File: src/rtl/serial_add_seq.sv
// Bit-serial adder sequencer: drives one shared full-adder cell for WIDTH cycles,
// LSB first, then presents the WIDTH-bit sum and the carry-out.
module serial_add_seq #(
  parameter int WIDTH = 8
) (
  input  logic             clk1,
  input  logic             rst_n,
  input  logic             start,
  input  logic [WIDTH-1:0] a,
  input  logic [WIDTH-1:0] b,
  input  logic             cin,
  output logic             fa_x,
  output logic             fa_y,
  output logic             fa_cin,
  input  logic             fa_sum,
  input  logic             fa_c,
  output logic             busy,
  output logic             done,
  output logic [WIDTH-1:0] sum,
  output logic             cout
);
  localparam int CW = (WIDTH > 1) ? $clog2(WIDTH) : 1;
  localparam logic [CW-1:0] LAST = CW'(WIDTH - 1);

  typedef enum logic [1:0] {IDLE, RUN, DONE} state_t;

  state_t           state;
  logic [WIDTH-1:0] a_sh, b_sh, sum_sh, sum_nxt;
  logic             carry;
  logic [CW-1:0]    cnt;

  // New sum bit enters at the MSB; after WIDTH shifts bit 0 holds the LSB result.
  generate
    if (WIDTH == 1) begin : g_w1
      assign sum_nxt = fa_sum;
    end else begin : g_wn
      assign sum_nxt = {fa_sum, sum_sh[WIDTH-1:1]};
    end
  endgenerate

  // busy is a flop that is high exactly in RUN, so the cell inputs come from registers only.
  assign fa_x   = busy & a_sh[0];
  assign fa_y   = busy & b_sh[0];
  assign fa_cin = busy & carry;

  always_ff @(posedge clk1 or negedge rst_n) begin
    if (!rst_n) begin
      state  <= IDLE;
      a_sh   <= '0;
      b_sh   <= '0;
      sum_sh <= '0;
      carry  <= 1'b0;
      cnt    <= '0;
      sum    <= '0;
      cout   <= 1'b0;
      busy   <= 1'b0;
      done   <= 1'b0;
    end else begin
      case (state)
        IDLE: begin
          done <= 1'b0;
          if (start) begin
            a_sh  <= a;
            b_sh  <= b;
            carry <= cin;
            cnt   <= '0;
            busy  <= 1'b1;
            state <= RUN;
          end
        end
        RUN: begin
          sum_sh <= sum_nxt;
          carry  <= fa_c;
          a_sh   <= a_sh >> 1;
          b_sh   <= b_sh >> 1;
          cnt    <= cnt + CW'(1);
          if (cnt == LAST) begin
            sum   <= sum_nxt;
            cout  <= fa_c;
            busy  <= 1'b0;
            done  <= 1'b1;
            state <= DONE;
          end
        end
        DONE: begin
          done  <= 1'b0;
          state <= IDLE;
        end
        default: begin
          busy  <= 1'b0;
          done  <= 1'b0;
          state <= IDLE;
        end
      endcase
    end
  end
endmodule

File: config.mk
export PLATFORM = sky130hd
export DESIGN_NAME = serial_add_seq
export DESIGN_NICKNAME = d
export VERILOG_FILES = /design/src/rtl/serial_add_seq.sv
export SDC_FILE = /design/constraint.sdc
export NUM_CORES = 1
export LEC_CHECK = 0
export ABC_AREA = 1
export CORE_ASPECT_RATIO = 1.4
export CORE_MARGIN = 3
export CORE_UTILIZATION = 47
export CTS_CLUSTER_DIAMETER = 80
export DETAILED_ROUTE_END_ITERATION = 8
export PLACE_DENSITY = 0.84
export SLEW_MARGIN = 5
export SYNTH_ARGS = -nofsm -noshare
export SYNTH_HDL_FRONTEND = slang
export SYNTH_SLANG_ARGS = --single-unit
File: constraint.sdc
create_clock -name clk1 -period 1.3 [get_ports clk1]
set_clock_uncertainty 0.15 [all_clocks]
set_input_delay 0.26 -clock clk1 [delete_from_list [all_inputs] [get_ports clk1]]
set_output_delay 0.26 -clock clk1 [all_outputs]
set_load 0.01 [all_outputs]
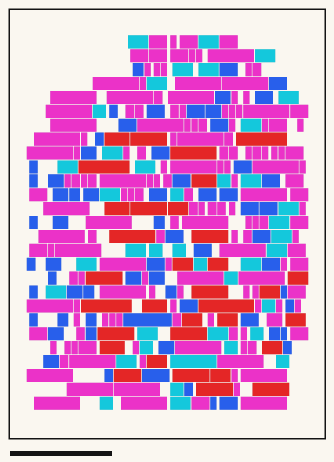
Run 1: cells by drive strength
Scale bar: 20 µm.
legend:
  _2 cells:
    colour: blue
    cells: 65
  _3 and _4 cells:
    colour: cyan
    cells: 40
  _0 and _1 cells:
    colour: magenta
    cells: 164
  _6 and larger:
    colour: red
    cells: 33

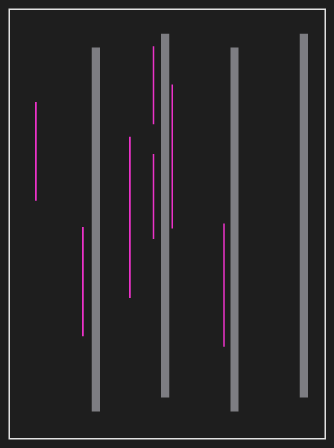
Run 1: signal wires on met4
Supply wires on this layer in grey.
nets with wire on the layer: 7
share of all routed wire: 2.7%

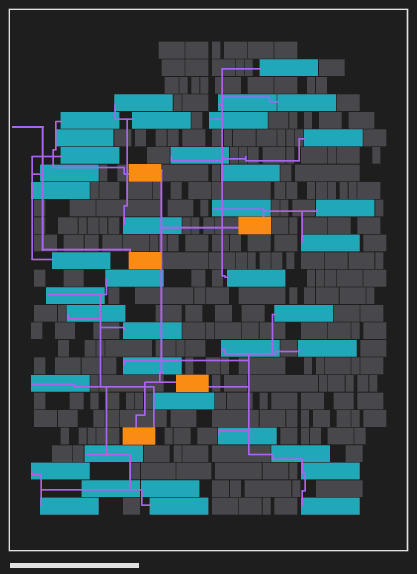
Run 1: routed clock nets over the placement
Scale bar: 20 µm.
legend:
  flip-flops:
    colour: cyan
    count: 40
  clock wires:
    colour: purple
    length: 478 µm
  clock drivers:
    colour: orange
    count: 5
routed clock nets: 6
flops lie: all over the die
clock network power share: 12.8%
Clk Latency, worst-skew pair: 0.29 ns
P_clk: 0.00101 W

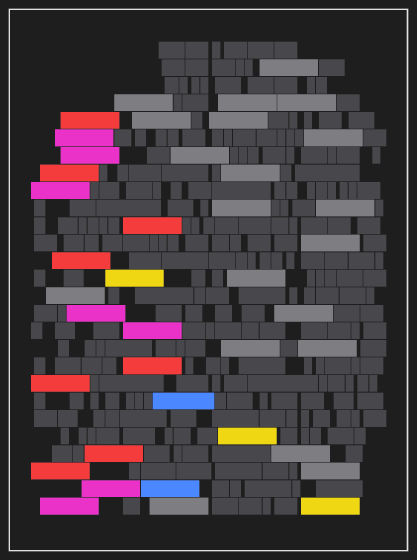
Run 1: sequential cells grouped by signal name
Other sequential cells in the stronger grey, the rest of the logic in the fainter grey.
legend:
  `state`:
    colour: blue
    placed_flops: 2
  `sum_sh`:
    colour: magenta
    placed_flops: 7
  `cnt`:
    colour: yellow
    placed_flops: 3
  `sum`:
    colour: red
    placed_flops: 8
not coloured: 20

==> job_summary.md, run 1 <==
## Synthesis and layout report

| Metric | Value |
|---|---|
| Status | finished, violations left |
| Failing checks | setup timing |
| Tap Cells | 43 |
| Post-synth tally of flip-flops with integrated enable | 0 |
| Inverter count | 45 |
| MaxCap Viol Count | 0 |
| Combinational power | 0.00456 W |
| Synth mux share | 0% |
| Largest cell class by area | multi-input combinational cells |
| # clk buffers | 6 |
| Largest net degree at the start of global routing | 31 |
| Power Density | 2470 mW/mm² |
| Post-synth top area share | 49.3% |
| CTS resizes | 74 |
| Yosys adder share | 1.23% |
| Row count | 27 |
| CP Buf/Inv Count | 2 |
| Top achievable clock speed | 0.681 GHz |
| Vias | 1856 |
| Setup bufs post-CTS | 7 |
| Leakage | 1.69 nW |
| Top-count cell post-synth | nand2_1 |
| AND/OR/NAND/NOR Cells, Area Fraction | 29.1% |
| Cell type with the largest total area | dfrtp_1 |
| Dpl hpwl | 2.99 mm |
| Routing usage on met3 | 2.63% |
| Final Hold Fails | 0 |
| Synth area leaders | dfrtp_1 (49%), nand2_1 (11%), nand3_1 (9.9%) |
| Final core occ | 78.7% |
| Top comb family, area | simple AND/OR/NAND/NOR gates |
| Ant. Diodes | 0 |
| Grt met2 use | 31.9% |
| P_int | 0.00464 W |
| Ys flops | 40 |
| Routability congestion estimate | 0.804 |
| Reg area | 0.00100 mm² |
| Top Ports | 36 |
| Most numerous logic cells after layout | inv_1 (41), dfrtp_1 (39), nand2_1 (28) |
| FF-to-FF path depth | 7 |
| Overall power | 0.00787 W |
| Fraction of layout cells with a size suffix above 1 | 45.7% |
| CP peak stage delay | 0.39 ns |
| Net Sw Power | 0.00323 W |
| H-tree depth | 2 |
| Initial antenna violation count | 0 |
| First-pass GRT wire length | 7.78 mm |
| Aggregate global-route resource usage | 19.7% |
| Max layer used | met4 |
| CTS tree | built |
| Met1 Usage GRT | 25.5% |
| Min-Delay Path Class | in2async |
| Starting Density | 50.1% |
| Clock sink total | 40 |
| Drt wl/cell | 16.8 µm |
| Port Buffers | 35 |
| Seq area share | 31.4% |
| Post-synthesis sequential area ratio | 49.3% |
| Critical Path Start Type | flop |
| Top cells by instance count after synthesis | nand2_1 (59), inv_1 (43), dfrtp_1 (40), nand3_1 (40), o21ai_0 (9) |
| Most used routing layer | met2 |
| WL met2 | 3.21 mm |
| Slew margin rel. | 80.0% |
| Sequential share of power | 29.2% |
| Slack of the worst reg-to-reg path | -0.17 ns |
| Total CTS buffers | 5 |
| Gate Count Post-Synth | 234 |
| # fillers | 239 |
| Worst R2R Start | cnt[0] |
| DR WL met3 | 233 µm |
| Total Wirelength | 5.81 mm |
| Placed cells | 323 |
| Final WS setup | -0.169 ns |
| # nets final | 325 |
| Post-synthesis cell area | 0.00203 mm² |
| Comb_multi_in | 139 |
| Place WS | -0.259 ns |
| YS warnings | 0 |
| Crit path time final | 1.47 ns |
| First DRT Iteration DRCs | 87 |
| P_seq | 0.00230 W |
| Vias in the first global route | 1711 |
| Chip area | 0.00515 mm² |
| Floorplan Nets | 258 |
| Critical path origin | cnt[0] |
| Final Instance Area | 0.00319 mm² |
| Worst Path Max Fanout | 6 |
| Clock transition at the registers of the reported paths | 0.08 ns |
| Worst EP required | 1.33 ns |
| RSZ-0062 raised after global routing | true |
| RR Endpoint | sum[4] |
| Comb pwr share | 58.0% |
| Core footprint | 0.00405 mm² |
| Crit Path Category | reg2reg |
| Setup Viol. Count Final | 29 |
| Biggest consumer | combinational cells |
| OpenROAD warning count | 28 |
| Multi-input combinational area share | 34.1% |
| Signal buf overhead | 24.0% |
| Fin cells | 345 |
| Setup crit end | sum[4] |
| # Cells Yosys | 234 |
| Syn Area/Cell | 8.67 µm² |
| Gate Area | 0.00109 mm² |
| Final ANT Viol Nets | 0 |
| Yosys chip area | 0.00203 mm² |
| Dominant register cell | dfrtp_1 |
| Sw Share | 41.0% |
| Setup TNS | -2.13 ns |
| DIE WIDTH | 61.5 µm |
| Critical Path, Cell by Cell | ha_2 -> ha_4 -> nand2_4 -> buf_12 -> buf_12 -> nand2_4 -> o21ai_2 |
| Final Slew Violations | 0 |
| Clock buffer depth | 2 |
--- run 2 (diff from run 1) ---
--- a/config.mk
+++ b/config.mk
@@ -6,6 +6,7 @@
 export NUM_CORES = 1
 export LEC_CHECK = 0
 export ABC_AREA = 1
+export CAP_MARGIN = 0
 export CORE_ASPECT_RATIO = 1.4
 export CORE_MARGIN = 3
 export CORE_UTILIZATION = 47
==> run 2 against run 1 <==
  * The run still ends with setup timing left
  * Register-to-register slack barely moved
  * Synthesized cell count did not move
  * Hold slack did not move
  * Sequential share of layout area did not move
  * Global-route usage did not move
  * Largest power group unchanged
  * Highest routed layer unchanged
==> job_summary.md, run 2 <==
## Synthesis and layout report

| Metric | Value |
|---|---|
| Routability congestion estimate | 0.804 (unchanged) |
| Port Buffers | 35 (unchanged) |
| Inverter count | 45 (unchanged) |
| Synth area leaders | dfrtp_1 (49%), nand2_1 (11%), nand3_1 (9.9%) |
| DR WL met3 | 233 µm (unchanged) |
| DIE WIDTH | 61.5 µm (unchanged) |
| Final ANT Viol Nets | 0 (unchanged) |
| Combinational power | 0.00456 W (about the same) |
| H-tree depth | 2 (unchanged) |
| Starting Density | 50.1% (unchanged) |
| Fin cells | 345 (unchanged) |
| Vias | 1856 (unchanged) |
| Top-count cell post-synth | nand2_1 |
| Setup TNS | -2.13 ns (unchanged) |
| Placed cells | 323 (unchanged) |
| Reg area | 0.00100 mm² (unchanged) |
| Final Hold Fails | 0 (unchanged) |
| OpenROAD warning count | 28 (unchanged) |
| Grt met2 use | 31.9% (unchanged) |
| Dpl hpwl | 2.99 mm (unchanged) |
| Ys flops | 40 (unchanged) |
| Slew margin rel. | 80.0% (unchanged) |
| Post-synthesis sequential area ratio | 49.3% (unchanged) |
| Largest net degree at the start of global routing | 31 (unchanged) |
| Failing checks | setup timing |
| Initial antenna violation count | 0 (unchanged) |
| Top Ports | 36 (unchanged) |
| Tap Cells | 43 (unchanged) |
| Slack of the worst reg-to-reg path | -0.17 ns (about the same) |
| Yosys adder share | 1.23% (unchanged) |
| Biggest consumer | combinational cells |
| P_clk | 0.00101 W (about the same) |
| Worst Path Max Fanout | 6 (unchanged) |
| Final WS setup | -0.169 ns (unchanged) |
| Seq area share | 31.4% (unchanged) |
| Setup Viol. Count Final | 29 (unchanged) |
| Synth mux share | 0% (unchanged) |
| RR Endpoint | sum[4] |
| Fraction of layout cells with a size suffix above 1 | 45.7% (unchanged) |
| Clock network power share | 12.8% (about the same) |
| Routing usage on met3 | 2.63% (unchanged) |
| CP Buf/Inv Count | 2 (unchanged) |
| YS warnings | 0 (unchanged) |
| Final Instance Area | 0.00319 mm² (unchanged) |
| Total CTS buffers | 5 (unchanged) |
| Top cells by instance count after synthesis | nand2_1 (59), inv_1 (43), dfrtp_1 (40), nand3_1 (40), o21ai_0 (9) |
| Aggregate global-route resource usage | 19.7% (unchanged) |
| Row count | 27 (unchanged) |
| Comb pwr share | 58.0% (about the same) |
| Gate Area | 0.00109 mm² (unchanged) |
| AND/OR/NAND/NOR Cells, Area Fraction | 29.1% (unchanged) |
| Worst EP required | 1.33 ns (about the same) |
| CTS resizes | 74 (unchanged) |
| Largest cell class by area | multi-input combinational cells |
| Core footprint | 0.00405 mm² (unchanged) |
| FF-to-FF path depth | 7 (unchanged) |
| Most numerous logic cells after layout | inv_1 (41), dfrtp_1 (39), nand2_1 (28) |
| Comb_multi_in | 139 (unchanged) |
| # clk buffers | 6 (unchanged) |
| # Cells Yosys | 234 (unchanged) |
| Ant. Diodes | 0 (unchanged) |
| Total Wirelength | 5.81 mm (unchanged) |
| Clock sink total | 40 (unchanged) |
| Crit path time final | 1.47 ns (unchanged) |
| Final Slew Violations | 0 (unchanged) |
| RSZ-0062 raised after global routing | true |
| Crit Path Category | reg2reg |
| # nets final | 325 (unchanged) |
| Power Density | 2470 mW/mm² (unchanged) |
| Net Sw Power | 0.00323 W (unchanged) |
| WL met2 | 3.21 mm (unchanged) |
| Post-synth top area share | 49.3% (unchanged) |
| CTS tree | built |
| Post-synth tally of flip-flops with integrated enable | 0 (unchanged) |
| Cell type with the largest total area | dfrtp_1 |
| Floorplan Nets | 258 (unchanged) |
| Final core occ | 78.7% (unchanged) |
| Clock transition at the registers of the reported paths | 0.08 ns (about the same) |
| Overall power | 0.00787 W (unchanged) |
| Status | finished, violations left |
| Sw Share | 41.0% (unchanged) |
| Setup crit end | sum[4] |
| Vias in the first global route | 1711 (unchanged) |
| Gate Count Post-Synth | 234 (unchanged) |
| Signal buf overhead | 24.0% (unchanged) |
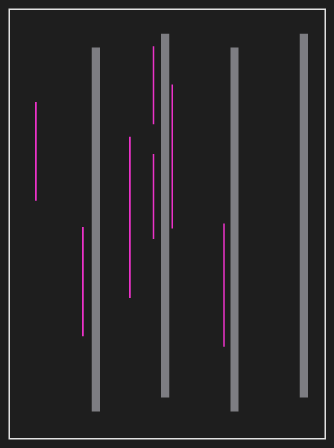
Run 2: signal wires on met4
Supply wires on this layer in grey.
wire length on this layer: 154 µm
main direction: vertical

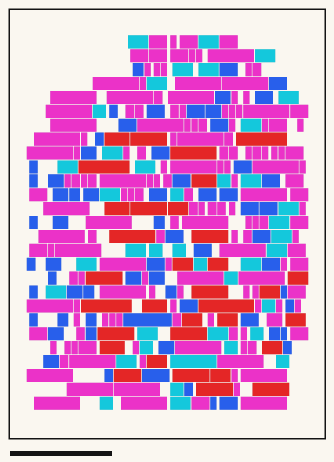
Run 2: cells by drive strength
Scale bar: 20 µm.
legend:
  _3 and _4 cells:
    colour: cyan
    cells: 40
  _2 cells:
    colour: blue
    cells: 65
  _0 and _1 cells:
    colour: magenta
    cells: 164
  _6 and larger:
    colour: red
    cells: 33

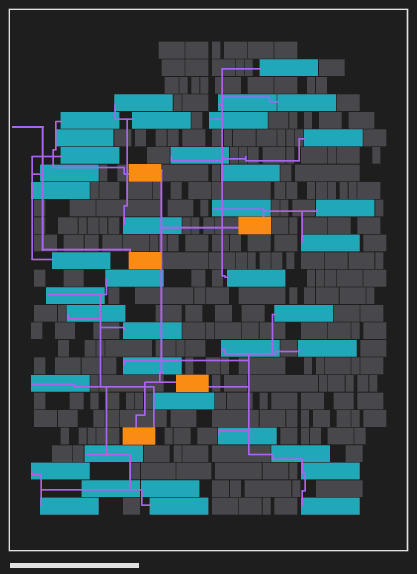
Run 2: routed clock nets over the placement
Scale bar: 20 µm.
legend:
  clock drivers:
    colour: orange
    count: 5
  clock wires:
    colour: purple
    length: 478 µm
  flip-flops:
    colour: cyan
    count: 40
flops lie: all over the die

--- run 3 (diff from run 2) ---
--- a/config.mk
+++ b/config.mk
@@ -9,10 +9,11 @@
 export CAP_MARGIN = 0
 export CORE_ASPECT_RATIO = 1.4
 export CORE_MARGIN = 3
-export CORE_UTILIZATION = 47
+export CORE_UTILIZATION = 56
 export CTS_CLUSTER_DIAMETER = 80
 export DETAILED_ROUTE_END_ITERATION = 8
-export PLACE_DENSITY = 0.84
+export DONT_BUFFER_PORTS = 1
+export PLACE_DENSITY = 0.83
 export SLEW_MARGIN = 5
 export SYNTH_ARGS = -nofsm -noshare
 export SYNTH_HDL_FRONTEND = slang
==> run 3 against run 2 <==
  * Power fell by 22%
  * Via count fell by 14%
  * Highest routed layer unchanged
  * Combinational power is 37% lower
  * Sequential power rose by 5%
  * Sequential share of layout area up 8.8 points
  * Routed wire length shrank 24%
  * Design area is 22% lower
  * Critical path type unchanged
  * Worst setup slack better by 0.13 ns
  * The flow finishes with violations (hold timing, setup timing)
==> job_summary.md, run 3 <==
## Synthesis and layout report

| Metric | Value |
|---|---|
| Status | finished, violations left |
| Failing checks | hold timing, setup timing |
| FF-to-FF path depth | 6 (-1) |
| RSZ-0062 raised after global routing | true |
| CP Buf/Inv Count | 2 (unchanged) |
| Inverter count | 45 (unchanged) |
| Combinational power | 0.00289 W (-37%) |
| Overall power | 0.00617 W (-22%) |
| P_clk | 0.000867 W (-10%) |
| Aggregate global-route resource usage | 19.6% (-0.053 points) |
| OpenROAD warning count | 30 (+7.1%) |
| Final Instance Area | 0.00250 mm² (-22%) |
| RR Endpoint | sum[4] |
| DIE WIDTH | 56.9 µm (-7.6%) |
| Final Hold Fails | 40 (+40) |
| Routability congestion estimate | 0.837 (+4.1%) |
| Sw Share | 40.9% (-0.11 points) |
| # Cells Yosys | 234 (unchanged) |
| Floorplan Nets | 258 (unchanged) |
| Dpl hpwl | 2.70 mm (-9.5%) |
| # clk buffers | 7 (+1) |
| Vias | 1604 (-14%) |
| Slack of the worst reg-to-reg path | -0.04 ns (+0.13 ns) |
| YS warnings | 0 (unchanged) |
| Post-synthesis sequential area ratio | 49.3% (unchanged) |
| Yosys adder share | 1.23% (unchanged) |
| Tap Cells | 40 (-7.0%) |
| Power Density | 2470 mW/mm² (about the same) |
| Setup crit end | sum[4] |
| Row count | 25 (-7.4%) |
| Worst EP required | 1.34 ns (about the same) |
| Slew margin rel. | 85.4% (+5.4 points) |
| Setup Viol. Count Final | 10 (-66%) |
| Starting Density | 59.0% (+8.9 points) |
| Setup TNS | -0.281 ns (+1.85 ns) |
| Gate Area | 843 µm² (-22%) |
| Final Slew Violations | 0 (unchanged) |
| Largest net degree at the start of global routing | 41 (+32%) |
| Fraction of layout cells with a size suffix above 1 | 31.8% (-14 points) |
| Signal buf overhead | 13.4% (-11 points) |
| Worst Path Max Fanout | 8 (+2) |
| Most numerous logic cells after layout | nand2_1 (45), inv_1 (40), nand3_1 (38) |
| Total CTS buffers | 5 (unchanged) |
| H-tree depth | 2 (unchanged) |
| CTS tree | built |
| Net Sw Power | 0.00253 W (-22%) |
| DR WL met3 | 200 µm (-14%) |
| Crit path time final | 1.34 ns (-0.128 ns) |
| Final ANT Viol Nets | 0 (unchanged) |
| Gate Count Post-Synth | 234 (unchanged) |
| # nets final | 284 (-13%) |
| Clock transition at the registers of the reported paths | 0.08 ns (about the same) |
| Port Buffers | 0 (-100%) |
| Ys flops | 40 (unchanged) |
| Final WS setup | -0.0412 ns (+0.128 ns) |
| Cell type with the largest total area | dfrtp_1 |
| Post-synth top area share | 49.3% (unchanged) |
| WL met2 | 2.46 mm (-23%) |
| P_int | 0.00364 W |
| AND/OR/NAND/NOR Cells, Area Fraction | 29.1% (unchanged) |
| Synth mux share | 0% (unchanged) |
| Clock sink total | 40 (unchanged) |
| First-pass GRT wire length | 6.77 mm |
| Vias in the first global route | 1503 (-12%) |
| Placed cells | 282 (-13%) |
| Grt met2 use | 33.5% (+1.6 points) |
| Crit Path Category | reg2reg |
| Core footprint | 0.00344 mm² (-15%) |
| WHS | -0.503 ns |
| Peak supply drop | 1.98 mV |
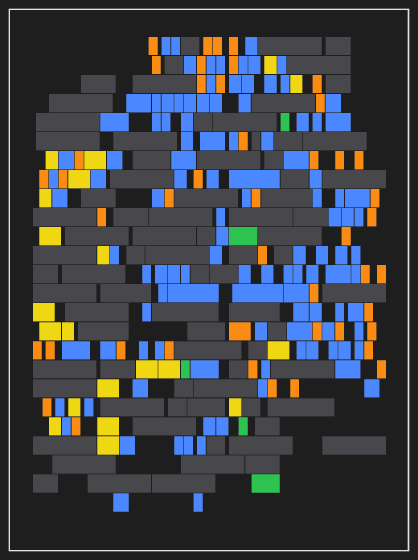
Run 3: gate-type map
legend:
  aoi and oai cells:
    colour: yellow
    cells: 20
  nand cells:
    colour: blue
    cells: 111
  inv cells:
    colour: orange
    cells: 45
  nor cells:
    colour: green
    cells: 5
fin cells: 301
multi-input combinational area share: 33.7%

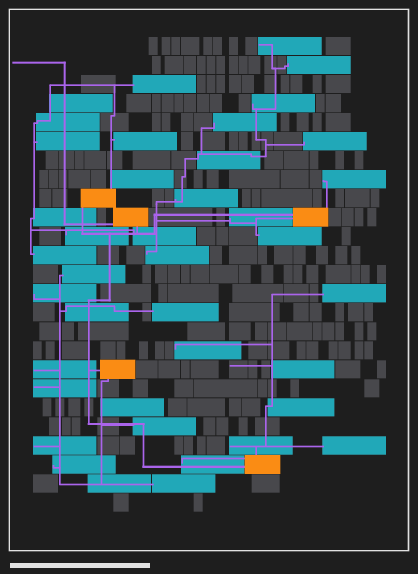
Run 3: routed clock nets over the placement
Scale bar: 20 µm.
legend:
  clock wires:
    colour: purple
    length: 500 µm
  flip-flops:
    colour: cyan
    count: 40
  clock drivers:
    colour: orange
    count: 5
flops lie: all over the die
clock network power share: 14.1%
Clk Latency, worst-skew pair: 0.30 ns

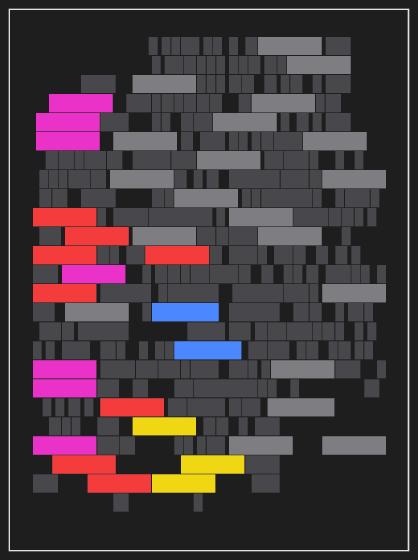
Run 3: sequential cells grouped by signal name
Other sequential cells in the stronger grey, the rest of the logic in the fainter grey.
legend:
  `sum_sh`:
    colour: magenta
    placed_flops: 7
  `sum`:
    colour: red
    placed_flops: 8
    where: left middle
  `state`:
    colour: blue
    placed_flops: 2
  `cnt`:
    colour: yellow
    placed_flops: 3
not coloured: 20
Reg area: 0.00100 mm²
Seq area share: 40.2%
final core occ: 72.7%
P_seq: 0.00241 W


==> gallery <==
Clock routing.
panel A
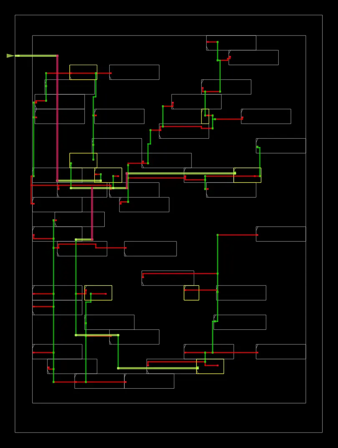
panel B
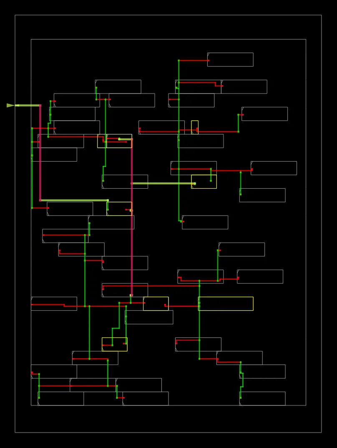
Panel A comes from run 3.
Panel B comes from run 2.

Power figures rest on the tool's default switching activity, not on a simulated workload.
